--- src/rtl/fifo_pkg.sv ---
// Shared sizing helpers and default threshold constants for the synchronous FIFO.
package fifo_pkg;

  localparam int DEFAULT_WIDTH              = 32;
  localparam int DEFAULT_NUM_ENTRIES        = 8;
  localparam int DEFAULT_ALMOST_EMPTY_LEVEL = 1;

  // Occupancy runs 0..n inclusive, so it needs one more code than the depth.
  function automatic int cnt_width(input int n);
    return $clog2(n + 1);
  endfunction

  function automatic int ptr_width(input int n);
    return (n < 2) ? 1 : $clog2(n);
  endfunction

endpackage

--- src/rtl/fifo_ram.sv ---
// FIFO storage: one synchronous write port, one asynchronous read port; contents are never reset.
module fifo_ram #(
  parameter int WIDTH  = 32,
  parameter int DEPTH  = 8,
  parameter int ADDR_W = 3
) (
  input  logic              clk,
  input  logic              we,
  input  logic [ADDR_W-1:0] waddr,
  input  logic [WIDTH-1:0]  wdata,
  input  logic [ADDR_W-1:0] raddr,
  output logic [WIDTH-1:0]  rdata
);

  logic [WIDTH-1:0] mem [DEPTH];

  always_ff @(posedge clk) begin
    if (we) mem[waddr] <= wdata;
  end

  assign rdata = mem[raddr];

endmodule

--- src/rtl/sync_fifo.sv ---
// Single-clock show-ahead FIFO with arbitrary depth and almost-full/almost-empty thresholds.
// Define SYNC_FIFO_ERROR_FLAGS_EN to add sticky overflow/underflow outputs.
module sync_fifo
  import fifo_pkg::*;
#(
  parameter int WIDTH              = DEFAULT_WIDTH,
  parameter int NUM_ENTRIES        = DEFAULT_NUM_ENTRIES,
  parameter int ALMOST_FULL_LEVEL  = NUM_ENTRIES - 1,
  parameter int ALMOST_EMPTY_LEVEL = DEFAULT_ALMOST_EMPTY_LEVEL
) (
  input  logic                              clk,
  input  logic                              reset,
  input  logic                              write_en,
  input  logic [WIDTH-1:0]                  write_data,
  output logic                              full,
  output logic                              almost_full,
  input  logic                              read_en,
  output logic [WIDTH-1:0]                  read_data,
  output logic                              empty,
  output logic                              almost_empty,
  output logic [cnt_width(NUM_ENTRIES)-1:0] count
`ifdef SYNC_FIFO_ERROR_FLAGS_EN
  ,
  output logic                              overflow,
  output logic                              underflow
`endif
);

  localparam int CW = cnt_width(NUM_ENTRIES);
  localparam int PW = ptr_width(NUM_ENTRIES);

  localparam logic [CW-1:0] FULL_CNT = CW'(NUM_ENTRIES);
  localparam logic [CW-1:0] AF_LVL   = CW'(ALMOST_FULL_LEVEL);
  localparam logic [CW-1:0] AE_LVL   = CW'(ALMOST_EMPTY_LEVEL);
  localparam logic [PW-1:0] LAST_PTR = PW'(NUM_ENTRIES - 1);

  logic [PW-1:0] wr_ptr_q, wr_ptr_d;
  logic [PW-1:0] rd_ptr_q, rd_ptr_d;
  logic [CW-1:0] count_q,  count_d;
  logic          push, pop;

  // Depth need not be a power of two, so wrap on an explicit compare.
  function automatic logic [PW-1:0] next_ptr(input logic [PW-1:0] p);
    return (p == LAST_PTR) ? '0 : p + PW'(1);
  endfunction

  always_comb begin
    push     = write_en && !full;
    pop      = read_en && !empty;
    wr_ptr_d = push ? next_ptr(wr_ptr_q) : wr_ptr_q;
    rd_ptr_d = pop  ? next_ptr(rd_ptr_q) : rd_ptr_q;
    count_d  = count_q;
    case ({push, pop})
      2'b10:   count_d = count_q + CW'(1);
      2'b01:   count_d = count_q - CW'(1);
      default: count_d = count_q;
    endcase
  end

  always_ff @(posedge clk) begin
    if (reset) begin
      wr_ptr_q <= '0;
      rd_ptr_q <= '0;
      count_q  <= '0;
    end else begin
      wr_ptr_q <= wr_ptr_d;
      rd_ptr_q <= rd_ptr_d;
      count_q  <= count_d;
    end
  end

  assign full         = (count_q == FULL_CNT);
  assign empty        = (count_q == '0);
  assign almost_full  = (count_q >= AF_LVL);
  assign almost_empty = (count_q <= AE_LVL);
  assign count        = count_q;

`ifdef SYNC_FIFO_ERROR_FLAGS_EN
  logic overflow_q,  overflow_d;
  logic underflow_q, underflow_d;

  // Flags are sticky: once a request hits a full/empty FIFO they stay set until reset.
  always_comb begin
    overflow_d  = overflow_q  || (write_en && full);
    underflow_d = underflow_q || (read_en && empty);
  end

  always_ff @(posedge clk) begin
    if (reset) begin
      overflow_q  <= 1'b0;
      underflow_q <= 1'b0;
    end else begin
      overflow_q  <= overflow_d;
      underflow_q <= underflow_d;
    end
  end

  assign overflow  = overflow_q;
  assign underflow = underflow_q;
`endif

  // A write during reset lands in storage but is unreachable once the pointers clear.
  fifo_ram #(
    .WIDTH  (WIDTH),
    .DEPTH  (NUM_ENTRIES),
    .ADDR_W (PW)
  ) u_ram (
    .clk   (clk),
    .we    (push),
    .waddr (wr_ptr_q),
    .wdata (write_data),
    .raddr (rd_ptr_q),
    .rdata (read_data)
  );

endmodule

--- config.mk ---
export PLATFORM = sky130hd
export DESIGN_NAME = sync_fifo
export DESIGN_NICKNAME = d
export VERILOG_FILES = /design/src/rtl/fifo_pkg.sv /design/src/rtl/fifo_ram.sv /design/src/rtl/sync_fifo.sv
export SDC_FILE = /design/constraint.sdc
export NUM_CORES = 1
export LEC_CHECK = 0
export ABC_AREA = 1
export CAP_MARGIN = 10
export CORE_MARGIN = 8
export CORE_UTILIZATION = 53
export DETAILED_ROUTE_END_ITERATION = 8
export PLACE_DENSITY = 0.73
export SLEW_MARGIN = 20
export SYNTH_ARGS = -nofsm -noshare
export SYNTH_HDL_FRONTEND = slang
export SYNTH_SLANG_ARGS = --single-unit
--- constraint.sdc ---
create_clock -name clk -period 8 [get_ports clk]
set_clock_uncertainty 0.15 [all_clocks]
set_input_delay 2.4 -clock clk [delete_from_list [all_inputs] [get_ports clk]]
set_output_delay 2.4 -clock clk [all_outputs]
set_load 0.05 [all_outputs]
==> flow_summary.ini <==
; physical design summary
[drt]
per_cell_via_count_in_the_routed_design = 5.36
ant_nets = 0
route.detailed.drc = 0

[worst_setup_path]
critical-path-max-stage-delay_ps = 850
worst_r2r_endpoint = u_ram.mem[1][10]$_DFFE_PP_
crit_path_cell_trace = buf_4 -> nor2_1 -> nor2_1 -> o21ai_0 -> nand2_1 -> nand2_1 -> nand2_1 -> clkdlybuf4s50_1
reg2reg_setup_slack_ps = 5140
critical_path_arrival_ps = 3600
critPathKind = flop to primary output
cp.required_ps = 5450
critical_path.reg2reg.startpoint = count[0]$_SDFFE_PP0P_
crit_path_end_kind = primary output
critical_path_cell_count = 8
worstPathMaxFanout = 95
capturing_element_of_the_worst_setup_path = read_data[17]
cp_common_cell = nand2_1
critPathLaunchType = flop
timing.critical_path.max_delay_family = buffers and inverters

[pwr]
pwr_density_cell_nw_per_um2 = 347
sequentialPowerShare_pct = 37.6
power.combinational.total_w = 0.00159
switching_fraction_of_total_power_pct = 37.3
power.net_switching_w = 0.00165
power_leakage_nw = 4.67
ir_worst_vdd_mv = 0.233
p_int_w = 0.00277
comb_pwr_share_pct = 36.0
power_leader = registers
p_clk_share_pct = 26.4

[synthesis]
synth_cells = 954
synth-cells-yosys = 954
syn_avg_cell_area_um2 = 11.4
synth.cell_area_um2 = 10900
yosys_warnings = 0
numSynthFlops = 269
synth-area-yosys_um2 = 10900
yosys.stat.seqShare_pct = 72.8
synth.top_cells.by_area = edfxtp_1 (70%), nor2_1 (9.9%), nand2_1 (6.1%)
synth_async_sr_flop_share_pct = 0
synth.top_cells.by_count = nor2_1 (289), edfxtp_1 (256), nand2_1 (178)
yosys.area.top_type = edfxtp_1
synth_top_area_share_pct = 70.4
synth-main-ff-cell = edfxtp_1
synth_dominant_cell_count = nor2_1

[cells_and_area]
lay_top_count = nor2_1
n_antenna_cell = 0
final-seq-area_um2 = 7950
num-fill-cells = 1467
top_cells_excl_fill_tap = nor2_1 (281), edfxtp_1 (256), nand2_1 (178), o21ai_0 (109), clkdlybuf4s50_1 (75)

[hold_path]
hold_class = flop to flop
holdCritStartpoint = rd_ptr_q[1]$_SDFFE_PP0N_
worst_hold_path.num_cells = 2

[global_routing]
grt-ovfl-total = 0
number_of_antenna_violations_at_the_first_check_in_global_routing = 0
first_global_vias = 7160
grt_start_max_net_pins = 96

[final_timing]
timing.final.ws_setup_ps = 1850
finalCritPeriodShare_pct = 76.8
setup_violations = 0
maxSlewHeadroom_pct = 28.5
timing.final.hold_violations = 0
grt_setup_unrepaired = false
max_freq_ghz = 0.163

[clock_tree]
tritoncts_clock_tree = built
post-cts-setup-buffer-count = 0
clock_sinks = 269
holdBufCountCts = 0
clock-root-buffer = clkbuf_16
clock_insertion_delay_worst_skew_ps = 520
total_cts_buffers = 26
clkTransAtPathRegs_ps = 60
cts_resized = 0

[job]
timing.max_cap.violations = 0

[placement]
buffer_ports.inserted = 75
place_congestion = 0.726
worst_setup_slack_post_dpl_ps = 2530

[status]
run_status = complete, no violations

[floorplanning]
floorplan.die.height_um = 160
io-pin-count = 76
initCoreUtil_pct = 53.9
placement_rows = 52
die_width_um = 160
==> per-stage QoR <==
| step | hold WS, ps | cell area (µm²) | total power [W] | cells |
|---|---|---|---|---|
| after floorplan | 323 | 10900 | 0.00282 | 954 |
| after global placement | 341 | 11800 | 0.00326 | 1262 |
| after detailed placement | 363 | 11900 | 0.00329 | 1266 |
| after CTS | 376 | 12800 | 0.00445 | 1312 |
| after global routing | 406 | 12800 | 0.00464 | 1312 |
| final | 370 | 12800 | 0.00442 | 1312 |
==> flip-flops by register name, indices dropped and copies added, names as in the netlist, named ones only <==
signal     flops
rd_ptr_q       3
u_ram.mem    256
wr_ptr_q       3
count          4
==> routing by layer <==
layer / GRT usage [%] / up-vias / routed length [µm]
li1: - / 3373 / -
met1: 23.2 / 3433 / 9930
met2: 30.6 / 190 / 11500
met3: 3.57 / 30 / 1320
met4: 5.70 / 0 / 413
met5: 0 / - / 0
==> layout make-up <==
| class | count | share of cell area [%] |
|---|---|---|
| Timing Repair Buffer | 90 | 7.28 |
| Clock inverter | 8 | 0.275 |
| Sequential cell | 269 | 62.4 |
| Clock buffer | 38 | 6.20 |
| Multi-Input combinational cell | 620 | 20.7 |
| Inverter | 17 | 0.500 |
| Tap cell | 270 | 2.65 |
==> kinds of logic after synthesis <==
family / Yosys count / share of synthesized area (%)
xor gates and xnor gates: 1 / 0.0803
adders and majority gates: 8 / 0.917
and+or+nand+nor: 472 / 16.3
buffers and inverters: 65 / 3.52
AOI/OAI and AO/OA: 139 / 6.37
DFF: 269 / 72.8
==> worst reg2reg max path, cell delays in order, from the launching register on <==
cell and delay [ps]:
dfxtp_1 410, inv_1 110, ha_1 240, nand3_1 130
nand2_1 150, inv_1 120, nand2_1 230, nor2_4 530
buf_4 450
==> images/metal_density.png <==
Scale: 2 px per µm. 32 x 32 tiles, from dark purple (low) to yellow (high), scaled to the fullest tile. Values are wire area over tile area, all layers added.
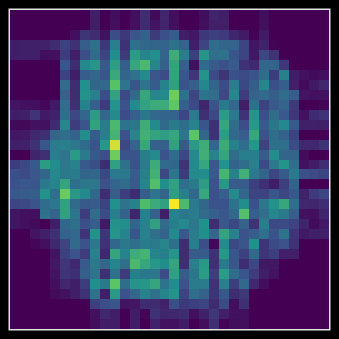
- nearly empty tiles: 21%
- fullest tile: 0.62
- tiles over half the peak: 10%
- mean over tiles: 0.14
- densest ninth of the die: middle
vias after detailed routing: 7026
mean routed wirelength per cell: 17.6 µm
Total GRT Usage: 18.1%
total routed wirelength: 23.1 mm

==> images/power_grid.png <==
Scale: 3 px per µm. Pins as bars on the die edge.
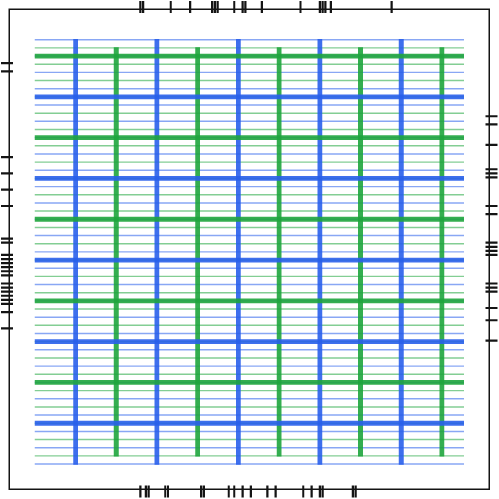
- VSS: blue
- VDD: green
- signal pins: 76
- met1 rails: 53
- met5 straps: 10
- met4 straps: 10
- rows: 52

==> images/sizes.png <==
Scale: 1.5 px per µm.
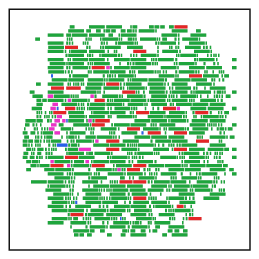
- _0 and _1 cells: green (cells 980)
- _3 and _4 cells: magenta (cells 20)
- _6 and larger: red (cells 35)
- _2 cells: blue (cells 7)
Buffers, non-clock: 90
area overhead of the layout relative to synthesis: 16.8%

==> images/detail.png <==
Window x 55 to 105, y 87 to 137 µm. Cells in gray, sequential cells in the stronger gray; small squares are vias.
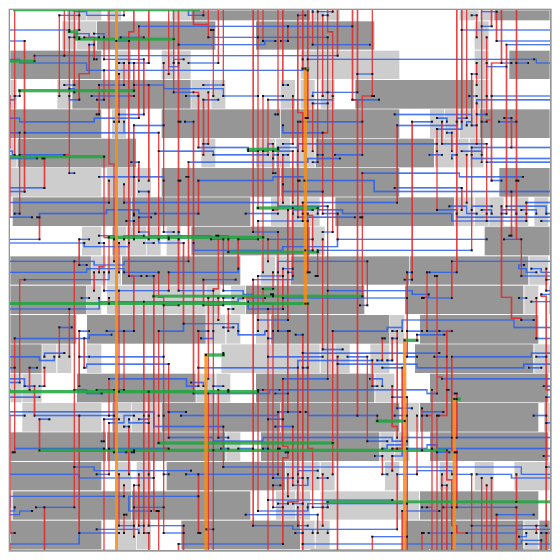
- metal 4: orange
- metal 1: blue
- metal 2: red
- metal 3: green
- cells with their middle in the window: 141
- most frequent: edfxtp_1 (48), nor2_1 (42), o21ai_0 (20)
- netlist names of flops here include: u_ram.mem (48)
- sequential cells in the window: 48

==> images/placement.png <==
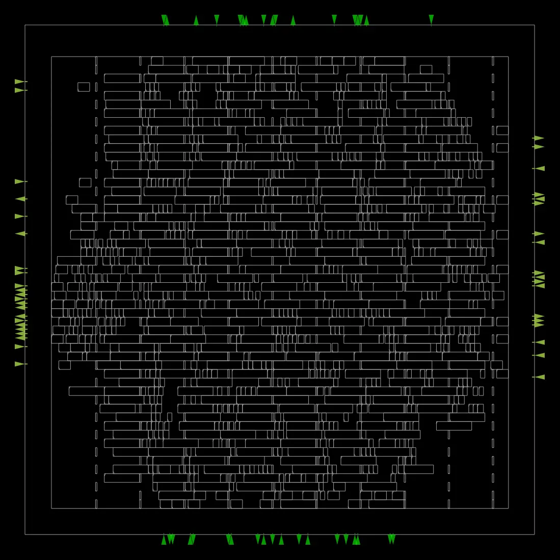
number of well-tap cells placed: 270
area of the core: 20200 µm²
tally of non-filler cells in the final layout: 1312
final core utilization: 63.0%

Power and IR drop assume default switching activity.
